<file path="src/rtl/switches_keys_interface.sv">
// Memory-mapped input peripheral for the DE2-115 slide switches and pushbuttons.
// Raw pins are synchronized, debounced on a shared sample tick, and turned into
// switch state, key state, sticky press flags and a press counter readable as
// 32-bit words. Press flags are write-1-to-clear and drive an interrupt line.
module switches_keys_interface #(
    parameter int NUM_SW          = 18,
    parameter int NUM_KEY         = 4,
    parameter int DEBOUNCE_CYCLES = 500000,
    parameter int CNT_WIDTH       = 20
) (
    input  logic               clock,
    input  logic               reset,
    input  logic [NUM_SW-1:0]  SW,
    input  logic [NUM_KEY-1:0] KEY,
    input  logic [1:0]         address,
    input  logic               read_enable,
    input  logic               write_enable,
    input  logic [31:0]        write_data,
    output logic [31:0]        read_data,
    output logic               key_irq
);

    logic [CNT_WIDTH-1:0] r_prescaler;
    logic [NUM_SW-1:0]    r_swMeta;
    logic [NUM_SW-1:0]    r_swSync;
    logic [NUM_KEY-1:0]   r_keyMeta;
    logic [NUM_KEY-1:0]   r_keySync;
    logic [NUM_SW-1:0]    r_swSample;
    logic [NUM_SW-1:0]    r_swState;
    logic [NUM_KEY-1:0]   r_keySample;
    logic [NUM_KEY-1:0]   r_keyState;
    logic [NUM_KEY-1:0]   r_flags;
    logic [15:0]          r_pressCount;
    logic                 r_irq;
    logic [31:0]          r_readData;

    logic                 w_tick;
    logic [NUM_KEY-1:0]   w_keyPressed;
    logic [NUM_SW-1:0]    w_swStateNext;
    logic [NUM_KEY-1:0]   w_keyStateNext;
    logic [NUM_KEY-1:0]   w_newPress;
    logic [NUM_KEY-1:0]   w_clearMask;
    logic [NUM_KEY-1:0]   w_flagsNext;
    logic [15:0]          w_pressCount;
    logic [31:0]          w_readWord;
    logic                 w_unusedWriteBits;

    // Only the low NUM_KEY bits of the write word carry clear bits; the rest are don't-care.
    assign w_unusedWriteBits = ^write_data;

    // The key synchronizer holds raw pin levels (1 = released), so invert to get pressed = 1.
    assign w_keyPressed = ~r_keySync;

    assign w_tick = (r_prescaler == CNT_WIDTH'(DEBOUNCE_CYCLES - 1));

    // Free-running prescaler that produces the shared debounce sample tick.
    always_ff @(posedge clock) begin
        if (!reset) begin
            r_prescaler <= '0;
        end else if (w_tick) begin
            r_prescaler <= '0;
        end else begin
            r_prescaler <= r_prescaler + 1'b1;
        end
    end

    // Two-flop synchronizers; key stages come out of reset in the released level.
    always_ff @(posedge clock) begin
        if (!reset) begin
            r_swMeta  <= '0;
            r_swSync  <= '0;
            r_keyMeta <= '1;
            r_keySync <= '1;
        end else begin
            r_swMeta  <= SW;
            r_swSync  <= r_swMeta;
            r_keyMeta <= KEY;
            r_keySync <= r_keyMeta;
        end
    end

    // A bit's debounced state follows the synchronized value only when two consecutive ticks agree.
    always_comb begin
        w_swStateNext  = r_swState;
        w_keyStateNext = r_keyState;
        if (w_tick) begin
            w_swStateNext  = (r_swSync & ~(r_swSync ^ r_swSample))
                           | (r_swState & (r_swSync ^ r_swSample));
            w_keyStateNext = (w_keyPressed & ~(w_keyPressed ^ r_keySample))
                           | (r_keyState & (w_keyPressed ^ r_keySample));
        end
    end

    // Press events, flag clear mask, next flags and the number of presses this cycle.
    always_comb begin
        w_newPress   = w_keyStateNext & ~r_keyState;
        w_clearMask  = '0;
        if (write_enable && (address == 2'd2)) begin
            w_clearMask = write_data[NUM_KEY-1:0];
        end
        w_flagsNext  = (r_flags & ~w_clearMask) | w_newPress;
        w_pressCount = 16'($countones(w_newPress));
    end

    // Debounce sample and state registers, advanced on the tick.
    always_ff @(posedge clock) begin
        if (!reset) begin
            r_swSample  <= '0;
            r_swState   <= '0;
            r_keySample <= '0;
            r_keyState  <= '0;
        end else begin
            if (w_tick) begin
                r_swSample  <= r_swSync;
                r_keySample <= w_keyPressed;
            end
            r_swState  <= w_swStateNext;
            r_keyState <= w_keyStateNext;
        end
    end

    // Sticky press flags (a new press beats a same-cycle clear) and the lagging interrupt.
    always_ff @(posedge clock) begin
        if (!reset) begin
            r_flags <= '0;
            r_irq   <= 1'b0;
        end else begin
            r_flags <= w_flagsNext;
            r_irq   <= |r_flags;
        end
    end

    // Wrapping press counter; any write to word 3 reloads it with this cycle's press count.
    always_ff @(posedge clock) begin
        if (!reset) begin
            r_pressCount <= '0;
        end else if (write_enable && (address == 2'd3)) begin
            r_pressCount <= w_pressCount;
        end else begin
            r_pressCount <= r_pressCount + w_pressCount;
        end
    end

    // Read word selection from current (pre-write) register values.
    always_comb begin
        w_readWord = '0;
        case (address)
            2'd0:    w_readWord = 32'(r_swState);
            2'd1:    w_readWord = 32'(r_keyState);
            2'd2:    w_readWord = 32'(r_flags);
            default: w_readWord = {16'b0, r_pressCount};
        endcase
    end

    // Registered read data that holds its value between read strobes.
    always_ff @(posedge clock) begin
        if (!reset) begin
            r_readData <= '0;
        end else if (read_enable) begin
            r_readData <= w_readWord;
        end
    end

    assign read_data = r_readData;
    assign key_irq   = r_irq;

endmodule
</file>
<file path="config.mk">
export PLATFORM = sky130hd
export DESIGN_NAME = switches_keys_interface
export DESIGN_NICKNAME = d
export VERILOG_FILES = /design/src/rtl/switches_keys_interface.sv
export SDC_FILE = /design/constraint.sdc
export NUM_CORES = 1
export LEC_CHECK = 0
export CELL_PAD_IN_SITES_DETAIL_PLACEMENT = 0
export CELL_PAD_IN_SITES_GLOBAL_PLACEMENT = 1
export CORE_MARGIN = 10
export CORE_UTILIZATION = 37
export DETAILED_ROUTE_END_ITERATION = 8
export PLACE_DENSITY = 0.76
export SYNTH_ARGS = -nofsm -noshare
export SYNTH_HDL_FRONTEND = slang
export SYNTH_SLANG_ARGS = --single-unit
</file>
<file path="constraint.sdc">
create_clock -name clock -period 3.8 [get_ports clock]
set_input_delay 0.76 -clock clock [delete_from_list [all_inputs] [get_ports clock]]
set_output_delay 0.76 -clock clock [all_outputs]
set_load 0.1 [all_outputs]
</file>
==> impl_table.tex <==
% Table of physical implementation metrics
\begin{tabular}{lr}
\hline
Metric & Value \\
\hline
\multicolumn{2}{l}{\textbf{Status}} \\
\quad Status & completed \\
\multicolumn{2}{l}{\textbf{Synth}} \\
\quad Number of synthesized register bits & between 100 and 150 \\
\quad Number of cells in the yosys synthesis report & between 600 and 700 \\
\quad Number of distinct library cell variants in the gate-level netlist after synthesis & approximately 51 \\
\quad Gate count after technology mapping & approximately 670 \\
\quad Post-synthesis sequential area ratio & 0.471 \\
\quad Number of flops mapped to enable cells by yosys & 0 \\
\quad Synthesis Warnings & 0 \\
\quad Post-synthesis instance area & approximately 0.0063 mm² \\
\quad Yosys stat chip area & between 0.006 and 0.007 mm² \\
\quad Synthesized area per cell & slightly above 9 µm² \\
\quad Post-synth top flop & dfxtp\_1 \\
\quad Share of flip-flops with an asynchronous set or reset & 0 \\
\multicolumn{2}{l}{\textbf{STA}} \\
\quad Final-layout setup total negative slack & 0 ps \\
\quad Period utilization & 0.995 \\
\quad Slew Limit Fails & 0 \\
\quad Maximum clock frequency & approximately 260 MHz \\
\quad Post-route minimum period & $\sim$3800 ps \\
\quad Final count of hold timing violations & 0 \\
\quad Actual slew at the worst max-slew pin & between 1000 and 1500 ps \\
\quad Unrepaired setup endpoints after global routing & true \\
\quad Final tally of setup violations & 0 \\
\quad Max transition margin & 0.237 \\
\multicolumn{2}{l}{\textbf{Global routing}} \\
\quad Via count of the first global-routing pass & 4945 \\
\quad Grt ovf & 0 \\
\quad Largest net degree at the start of global routing & $\sim$110 \\
\quad Global-route usage over all layers & 0.133 \\
\quad Global-route wire length before repair & 24300 µm \\
\quad Number of antenna violations at the first check in global routing & 0 \\
\multicolumn{2}{l}{\textbf{Job}} \\
\quad Count of max-cap constraint violations & 0 \\
\quad Total number of warnings across the stage logs & 58 \\
\multicolumn{2}{l}{\textbf{Worst setup path}} \\
\quad Critical Path, Cell by Cell & nor4\_1 > and4\_4 > nand3\_2 > fa\_1 > inv\_2 > ha\_4 > ha\_4 > inv\_2 > fa\_2 > nand2b\_4 > a2111o\_1 > buf\_4 > o21ai\_0 > a21oi\_2 \\
\quad Sum of buffers and inverters on the critical path & 3 \\
\quad Startpoint class of the critical path & register \\
\quad Largest stage delay on the critical path & between 500 and 600 ps \\
\quad Required time at the worst-slack endpoint & about 4100 ps \\
\quad Capturing element type of the critical path & register \\
\quad Standard cell with the maximum stage delay on the critical path & fa\_1 \\
\quad Signal arrival time at the worst endpoint & between 4000 and 5000 ps \\
\quad Category of the critical setup timing path & register to register \\
\quad Top delay family on crit path & adder cells \\
\quad Critical Path Fanout Max & 4 \\
\multicolumn{2}{l}{\textbf{CTS}} \\
\quad Number of sinks handled by clock tree synthesis & approximately 150 \\
\quad Clock transition at path regs & around 60 ps \\
\quad Clock tree from TritonCTS & built \\
\quad Number of levels in the clock H-tree & 4 \\
\quad Clk latency late pin & around 430 ps \\
\quad Number of buffers added by the clock tree synthesis step & 17 \\
\quad Worst-case clock buffer depth & 2 \\
\quad Cell chosen for the clock root & clkbuf\_16 \\
\multicolumn{2}{l}{\textbf{Power}} \\
\quad LEAKAGE & roughly 2.8 nW \\
\quad Design Power & 0.00348 W \\
\quad Power per Cell Area & 446 mW/mm² \\
\quad Peak VDD IR & around 300 µV \\
\multicolumn{2}{l}{\textbf{Placement}} \\
\quad Pre-CTS setup slack & -184 ps \\
\quad DPL Wire Length & just under 10000 µm \\
\quad Area after detailed placement & roughly 0.0070 mm² \\
\quad Input/output buffers & roughly 50 \\
\quad Placer Congestion & between 0.8 and 0.9 \\
\multicolumn{2}{l}{\textbf{Min path}} \\
\quad Tightest Hold Check Type & register to register \\
\multicolumn{2}{l}{\textbf{Drt}} \\
\quad Post-DR vias/cell & $\sim$5.2 \\
\quad Number of violations reported at the end of detailed-routing iteration 0 & 339 \\
\quad Post-detailed-route count of antenna-violating nets & 0 \\
\quad Drt first pass iters & 4 \\
\quad Overall via count from detail\_route & around 5000 \\
\quad Total wire length & 14800 µm \\
\quad DRC errors left & 0 \\
\quad Wire per inst & 15.4 µm \\
\multicolumn{2}{l}{\textbf{Floorplanning}} \\
\quad Area of the die & 0.0225 mm² \\
\quad Die X & $\sim$150 µm \\
\quad DIE HEIGHT & between 100 and 150 µm \\
\quad Number of I/O pins & a little over 90 \\
\quad Core utilization at floorplan & 0.377 \\
\multicolumn{2}{l}{\textbf{Final layout}} \\
\quad Fin nets & 795 \\
\quad Number of filler instances in the final layout & $\sim$1600 \\
\quad Fraction of layout cells with a size suffix above 1 & 0.153 \\
\quad Antenna fix cells & 0 \\
\hline
\end{tabular}
-- power by group --
group / total (W) / switching (W) / internal, W
combinational: 0.000249 / 0.000177 / 0.0000725
clock: 0.00164 / 0.000649 / 0.000996
sequential: 0.00159 / 0.0000167 / 0.00157
total: 0.00348 / 0.000842 / 0.00264
-- kinds of logic after synthesis --
group | count (synthesis) | share of synthesized area
simple gates | 276 | 0.245
flops | 147 | 0.471
compound gates | 124 | 0.149
buf+inv | 80 | 0.0620
xor+xnor | 22 | 0.0308
mux | 10 | 0.0240
fa+ha+maj | 8 | 0.0184
other cells | 1 | 0.000600
-- per-layer routing --
layer  track usage  part of all wire  vias up
li1              -                 -     2516
met1         0.163              0.45     2390
met2         0.218              0.48       85
met3        0.0438             0.058       17
met4        0.0398             0.012        0
met5             0                 0        -
-- stage by stage --
stage,cells,hold WS [ps],utilization
floorplan,681,386,-
global placement,920,417,0.424
detailed placement,920,415,0.424
CTS,958,429,0.468
global route,960,448,0.471
finish,960,422,0.471
-- placed cells by master, fill, tap and decap left out, types with 14 or more instances in the layout --
master,netlist,routed
dfxtp_1,147,145
nand3_1,67,63
nand2_1,54,54
clkdlybuf4s50_1,0,49
buf_4,16,41
o311ai_1,39,39
and2_1,38,38
o21ai_0,33,32
nor2_1,30,30
nand4_1,27,27
xnor2_1,17,17
clkbuf_16,0,17
conb_1,1,14
-- cells in the mapped netlist, drive strengths merged (5+ instances only) --
master | number | area [µm²]
dfxtp | 147 | 2940
nand3 | 69 | 355
nand2 | 54 | 203
o311ai | 44 | 385
clkbuf | 39 | 150
and2 | 38 | 238
o21ai | 34 | 174
nor2 | 31 | 124
nand4 | 29 | 211
buf | 26 | 181
xnor2 | 17 | 149
inv | 15 | 56.3
nand2b | 13 | 81.3
o211a | 13 | 130
a22oi | 12 | 90.1
a21oi | 9 | 45.0
nor3 | 7 | 35.0
ha | 6 | 75.1
mux2i | 6 | 60.1
nor4 | 6 | 52.6
nor2b | 5 | 31.3
xor2 | 5 | 43.8
-- path summary, 6_finish.rpt --
check,slack (ps),depth (start not counted),endpoint,from
worst max-delay path,20,14,r_pressCount[12],r_prescaler[9]
worst min-delay path,420,1,r_keySync[2],r_keyMeta[2]
worst max register to register,20,14,r_pressCount[12],r_prescaler[9]
worst min register to register,420,1,r_keySync[2],r_keyMeta[2]
-- timing repair --
item	4_1_cts	5_1_grt
endpoints found under the setup margin	5	7
hold buffers	0	0
resized	19	7
pin swaps	16	6
buffers inserted	6	2
-- cell type report --
type	count	area (µm²)	share of cell area
Clock buffer	19	453	0.0580
Clock inverter	13	135	0.0173
Inverter	15	56.3	0.00720
Multi-Input combinational cell	454	3120	0.399
Sequential cell	147	2950	0.377
Tap cell	220	275	0.0352
Timing Repair Buffer	92	830	0.106
**Cell classes on the final placement**

The bar under the picture is 50 µm long.
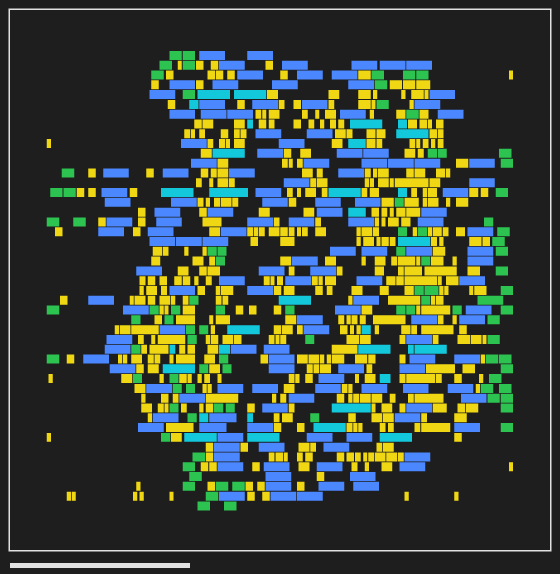
legend:
  green:
    class: other buffers and delay cells
    cells: 92
  yellow:
    class: combinational and other logic
    cells: 469
  blue:
    class: flops
    cells: 147
  cyan:
    class: clock drivers and dummy loads
    cells: 32
std cell rows: 47
core area: 0.0166 mm²

**Cell sizes after repair**

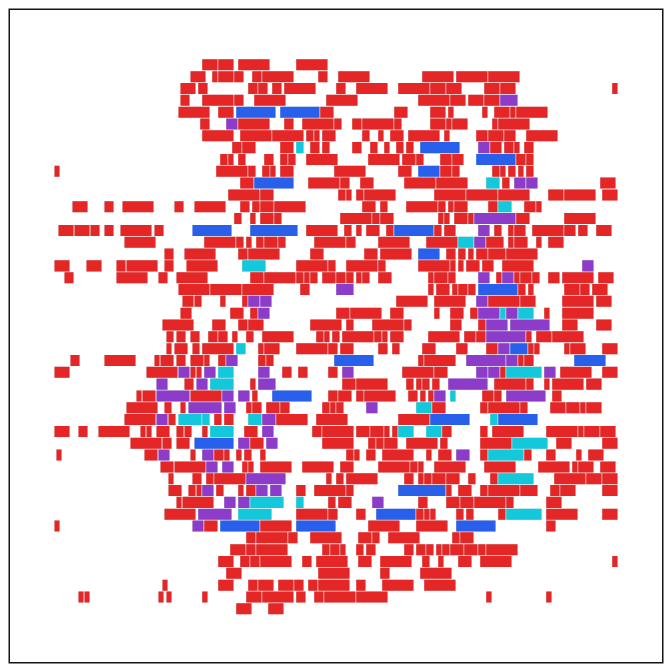
legend:
  red:
    size: _0 and _1 cells
    cells: 627
    most_used: dfxtp_1
  blue:
    size: _6 and larger
    cells: 23
    most_used: clkbuf_16
  cyan:
    size: _2 cells
    cells: 27
    most_used: nand3_2
  purple:
    size: _3 and _4 cells
    cells: 63
    most_used: buf_4
worst path setup slack after routing: 17.4 ps
Area growth syn-to-layout: 25.0%
buffer count excluding the clock tree in the final layout: 92
finished layout cell area: 0.00782 mm²

**Clock distribution**

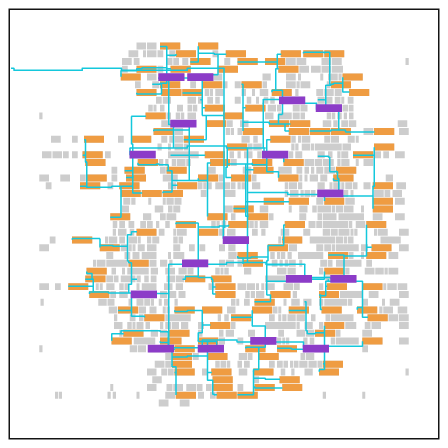
legend:
  cyan:
    item: clock wires
    length: 1800 µm
  purple:
    item: clock drivers
    count: 17
  orange:
    item: flip-flops
    count: 147
routed clock nets: 18
clock tree skew after final layout: 8.37 ps
clock network fraction of total power: 0.472

Power figures rest on the tool's default switching activity, not on a simulated workload.
